m1.png
Bar = 20 µm. Supply wires on this layer in gray.
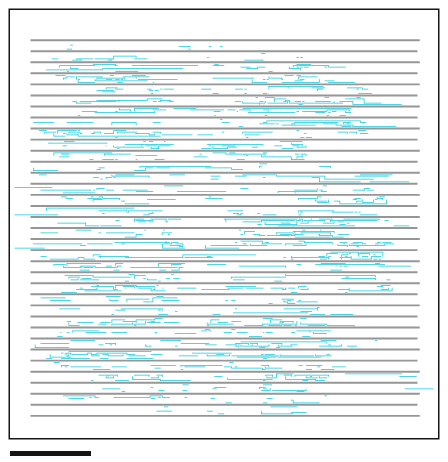
m2.png
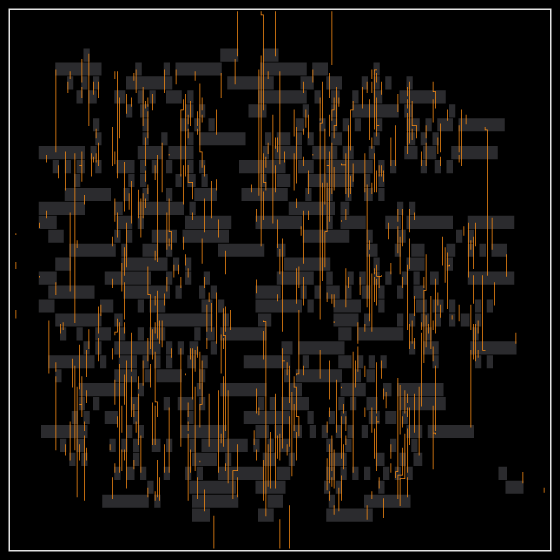
m3.png
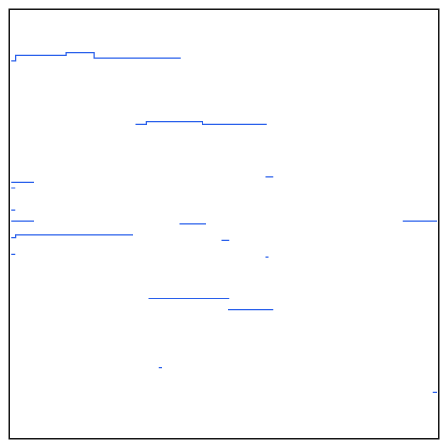
congestion_map.png
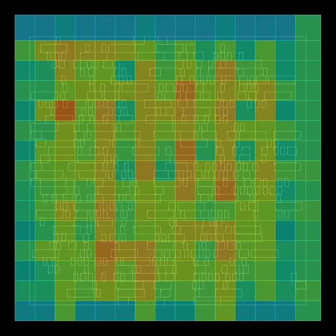
route_heat.png
21 x 21 tiles, from dark blue (low) to red (high), scaled to the fullest tile. Values are wire area over tile area, all layers added.
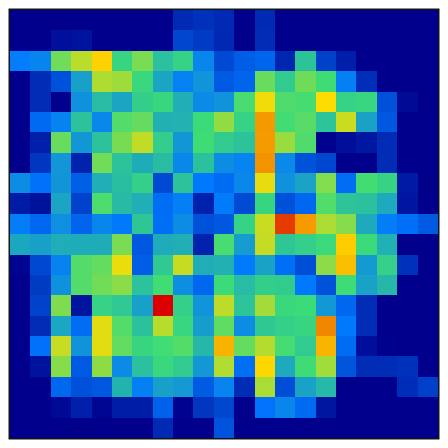
<file path="config.mk">
export PLATFORM = sky130hd
export DESIGN_NAME = tail_light_input_conditioner
export DESIGN_NICKNAME = d
export VERILOG_FILES = /design/src/rtl/tail_light_input_conditioner.sv
export SDC_FILE = /design/constraint.sdc
export NUM_CORES = 1
export LEC_CHECK = 0
export ABC_AREA = 1
export CELL_PAD_IN_SITES_DETAIL_PLACEMENT = 1
export CELL_PAD_IN_SITES_GLOBAL_PLACEMENT = 1
export CORE_MARGIN = 5
export CORE_UTILIZATION = 30
export CTS_CLUSTER_DIAMETER = 50
export DETAILED_ROUTE_END_ITERATION = 8
export PLACE_DENSITY_LB_ADDON = 0.1
export RECOVER_POWER = 25
export SLEW_MARGIN = 20
export SYNTH_ARGS = -nofsm -noshare
export SYNTH_HDL_FRONTEND = slang
export SYNTH_SLANG_ARGS = --single-unit
</file>
<file path="constraint.sdc">
create_clock -name clk -period 1.3 [get_ports clk]
set_input_delay 0.195 -clock clk [delete_from_list [all_inputs] [get_ports clk]]
set_output_delay 0.195 -clock clk [all_outputs]
set_load 0.01 [all_outputs]
</file>
<file path="src/rtl/tail_light_input_conditioner.sv">
// Input front end for the tail-light sequencer: synchronizes and debounces the
// five driver switches, then resolves them into a registered lamp mode.
module tail_light_input_conditioner #(
  parameter int DB_CYCLES = 4,
  parameter int CNT_W     = 8
) (
  input  logic       clk,
  input  logic       rst,
  input  logic       left,
  input  logic       right,
  input  logic       brake,
  input  logic       hazard,
  input  logic       run,
  output logic       left_q,
  output logic       right_q,
  output logic       brake_q,
  output logic       hazard_q,
  output logic       run_q,
  output logic [2:0] mode,
  output logic       mode_change
);

  localparam int NCH = 5;
  localparam logic [CNT_W-1:0] CNT_LAST = CNT_W'(DB_CYCLES - 1);

  localparam logic [2:0] MODE_IDLE         = 3'd0;
  localparam logic [2:0] MODE_LEFT         = 3'd1;
  localparam logic [2:0] MODE_RIGHT        = 3'd2;
  localparam logic [2:0] MODE_HAZARD       = 3'd3;
  localparam logic [2:0] MODE_BRAKE        = 3'd4;
  localparam logic [2:0] MODE_BRAKE_LEFT   = 3'd5;
  localparam logic [2:0] MODE_BRAKE_RIGHT  = 3'd6;
  localparam logic [2:0] MODE_BRAKE_HAZARD = 3'd7;

  // Channel order: 0 left, 1 right, 2 brake, 3 hazard, 4 run
  logic [NCH-1:0]   raw;
  logic [NCH-1:0]   s1;
  logic [NCH-1:0]   s2;
  logic [NCH-1:0]   q;
  logic [CNT_W-1:0] cnt [NCH];

  assign raw = {run, hazard, brake, right, left};

  // A return of s2 to q clears the count, so only an unbroken run of
  // DB_CYCLES mismatching samples flips q.
  always_ff @(posedge clk or negedge rst) begin
    if (!rst) begin
      s1 <= '0;
      s2 <= '0;
      q  <= '0;
      for (int i = 0; i < NCH; i++) cnt[i] <= '0;
    end else begin
      s1 <= raw;
      s2 <= s1;
      for (int i = 0; i < NCH; i++) begin
        if (s2[i] == q[i]) begin
          cnt[i] <= '0;
        end else if (cnt[i] == CNT_LAST) begin
          q[i]   <= s2[i];
          cnt[i] <= '0;
        end else begin
          cnt[i] <= cnt[i] + CNT_W'(1);
        end
      end
    end
  end

  assign left_q   = q[0];
  assign right_q  = q[1];
  assign brake_q  = q[2];
  assign hazard_q = q[3];
  assign run_q    = q[4];

  logic       hz;
  logic [2:0] mode_next;

  assign hz = hazard_q | (left_q & right_q);

  always_comb begin
    mode_next = MODE_IDLE;
    if (hz && brake_q)            mode_next = MODE_BRAKE_HAZARD;
    else if (hz)                  mode_next = MODE_HAZARD;
    else if (brake_q && left_q)   mode_next = MODE_BRAKE_LEFT;
    else if (brake_q && right_q)  mode_next = MODE_BRAKE_RIGHT;
    else if (brake_q)             mode_next = MODE_BRAKE;
    else if (left_q)              mode_next = MODE_LEFT;
    else if (right_q)             mode_next = MODE_RIGHT;
  end

  always_ff @(posedge clk or negedge rst) begin
    if (!rst) begin
      mode        <= MODE_IDLE;
      mode_change <= 1'b0;
    end else begin
      mode        <= mode_next;
      mode_change <= (mode_next != mode);
    end
  end

endmodule

</file>
==> impl_metrics.csv <==
group,metric,value,unit
clocking,ctsRootBufferMaster,"clkbuf_8",
worst_setup_path,cp.depth,1,
logic_synthesis,synth_area,0.002728,mm²
cells_and_area,diodes,0,
placed_design,place.gp.congestion,0.7070,
worst_setup_path,reg2reg_from,"cnt[16]$_DFF_PN0_",
worst_setup_path,timing.reg2reg.setup_slack,0.13,ns
routing,drc,0,
floorplanning,num_rows,34,
cells_and_area,nets,396,
global_route,overflow,0,
sta,relSlewSlack,71.57,%
worst_setup_path,worst_ep_required_time,1.11,ns
clocking,cts_tree,"done",
logic_synthesis,avgSynthCellArea,7.999,µm²
sta,timing.fmax,810.6,MHz
clocking,htreeDepth,3,
power,netSwitchingPower,1.957,mW
cells_and_area,drive_above_1_share,13.37,%
cells_and_area,syn2layout_area_growth,23.49,%
placed_design,io_buffers,15,
logic_synthesis,ys_ff,59,
sta,fin_tns_setup,0,ns
sta,grt_setup_unrepaired,"no",
sta,tightestPinTransition,0.4264,ns
run_status,status,"completed",
Back to the opening pictures, m1.png:
wire length on this layer: 2920 µm
longest straight run: 26.7 µm
nets with wire on the layer: 372
GR Layer Usage met1: 15.69%
via count: 2192
Routed WL: 5.934 mm

Back to the opening pictures, m2.png:
longest straight run: 38.2 µm
main direction: vertical
share of all routed wire: 46%
wire length on this layer: 2720 µm
nets with wire on the layer: 327
routing usage on met2: 18.35%

Back to the opening pictures, m3.png:
wire length on this layer: 170 µm
longest straight run: 28.7 µm
nets with wire on the layer: 10
share of all routed wire: 2.9%
main direction: horizontal
GR Util met3: 3.362%

Back to the opening pictures, congestion_map.png:
Final Core Density: 38.25%
most used routing layer: met2
Routed wire per std cell: 11.94 µm

Back to the opening pictures, route_heat.png:
fullest tile: 0.30
nearly empty tiles: 26%
mean over tiles: 0.083
tiles over half the peak: 18%
gr usage total: 11.91%

routing by layer:
layer  wire (µm)  part of all wire (%)
met1        2920                    49
met2        2723                    46
met5           0                     0
met4         120                   2.0
met3         170                   2.9
worst register-to-register path, stage by stage (launching register included):
cell     delay, ns
dfrtp_1       0.39
ha_1          0.19
inv_1         0.07
nor3_2        0.13
nand2_1       0.10
nand2_1       0.12
nor2_1        0.05
layout by cell type, fill, tap and decap left out, types with 4 or more instances in the layout:
cell type,Yosys,layout
buf_4,0,13
xor2_1,8,8
dlygate4sd2_1,0,9
clkbuf_8,0,10
inv_1,51,51
nand3_1,21,21
nand2_2,4,6
nor2_1,62,61
nor2_2,3,4
dlygate4sd3_1,0,6
o21ai_0,9,9
nor3_2,0,4
dfrtp_1,59,58
nand2_1,100,98
cell type report:
cell class	instances	area, µm²
clock inverters	4	50.05
inverters	52	195.2
repair buffers	33	275.3
clock buffers	12	145.1
well taps	108	135.1
flip-flops and latches	59	1478
multi-input cells	229	1090
fillers	1079	5438
registers in the layout, summed over array words and instances (netlist names):
name / cells
cnt: 40
mode: 3
mode_change: 1
q: 5
s1: 5
s2: 5
power by group through the flow:
| stage | Clock (mW) | Sequential, mW | Combinational [mW] |
|---|---|---|---|
| after global placement | 0 | 2.46 | 1.68 |
| final | 1.68 | 2.37 | 1.75 |
| after floorplan | 0 | 2.49 | 0.870 |
| after CTS | 1.77 | 2.38 | 1.77 |
| after detailed placement | 0 | 2.47 | 1.70 |
| after global routing | 1.86 | 2.42 | 2.03 |
how the worst min path moves through the flow:
| stage | from | to | slack (ns) | cells past startpoint |
|---|---|---|---|---|
| 2_1_floorplan | rst | cnt[0]$_DFF_PN0_ | -0.10 | 0 |
| 3_3_place_gp | rst | cnt[5]$_DFF_PN0_ | 0.17 | 1 |
| 3_5_place_dp | rst | cnt[3]$_DFF_PN0_ | 0.17 | 1 |
| 4_1_cts | hazard | s1[3]$_DFF_PN0_ | 0.27 | 1 |
| 5_1_grt | rst | cnt[29]$_DFF_PN0_ | 0.35 | 2 |
| 6_report | rst | cnt[29]$_DFF_PN0_ | 0.32 | 2 |
through the flow:
stage | std cells | setup slack (ns) | hold slack [ns]
2_1_floorplan | 341 | 0.1742 | -0.1006
3_3_place_gp | 475 | 0.04037 | 0.1725
3_5_place_dp | 475 | 0.02325 | 0.1664
4_1_cts | 496 | 0.01922 | 0.2724
5_1_grt | 497 | 0.006214 | 0.3509
6_report | 497 | 0.06641 | 0.3249
timing repair:
action / CTS / global route
hold buffers: 1 / 0
hold endpoints to repair: 11 / 0
setup endpoints to repair: 9 / 23
buffers inserted: 4 / 1
pin swaps: 0 / 0
cloned: 0 / 0
gates resized: 10 / 11
cell families (layout without fill, tap and decap cells):
logic type / Yosys count / in the layout / synth area share [%]
compound gates: 13 / 13 / 2.660
simple gates: 199 / 199 / 29.50
xor+xnor: 12 / 12 / 4.129
buf+inv: 53 / 101 / 7.293
flops: 59 / 59 / 54.13
fa+ha+maj: 5 / 5 / 2.294
Power is estimated from default activity; no workload was simulated.
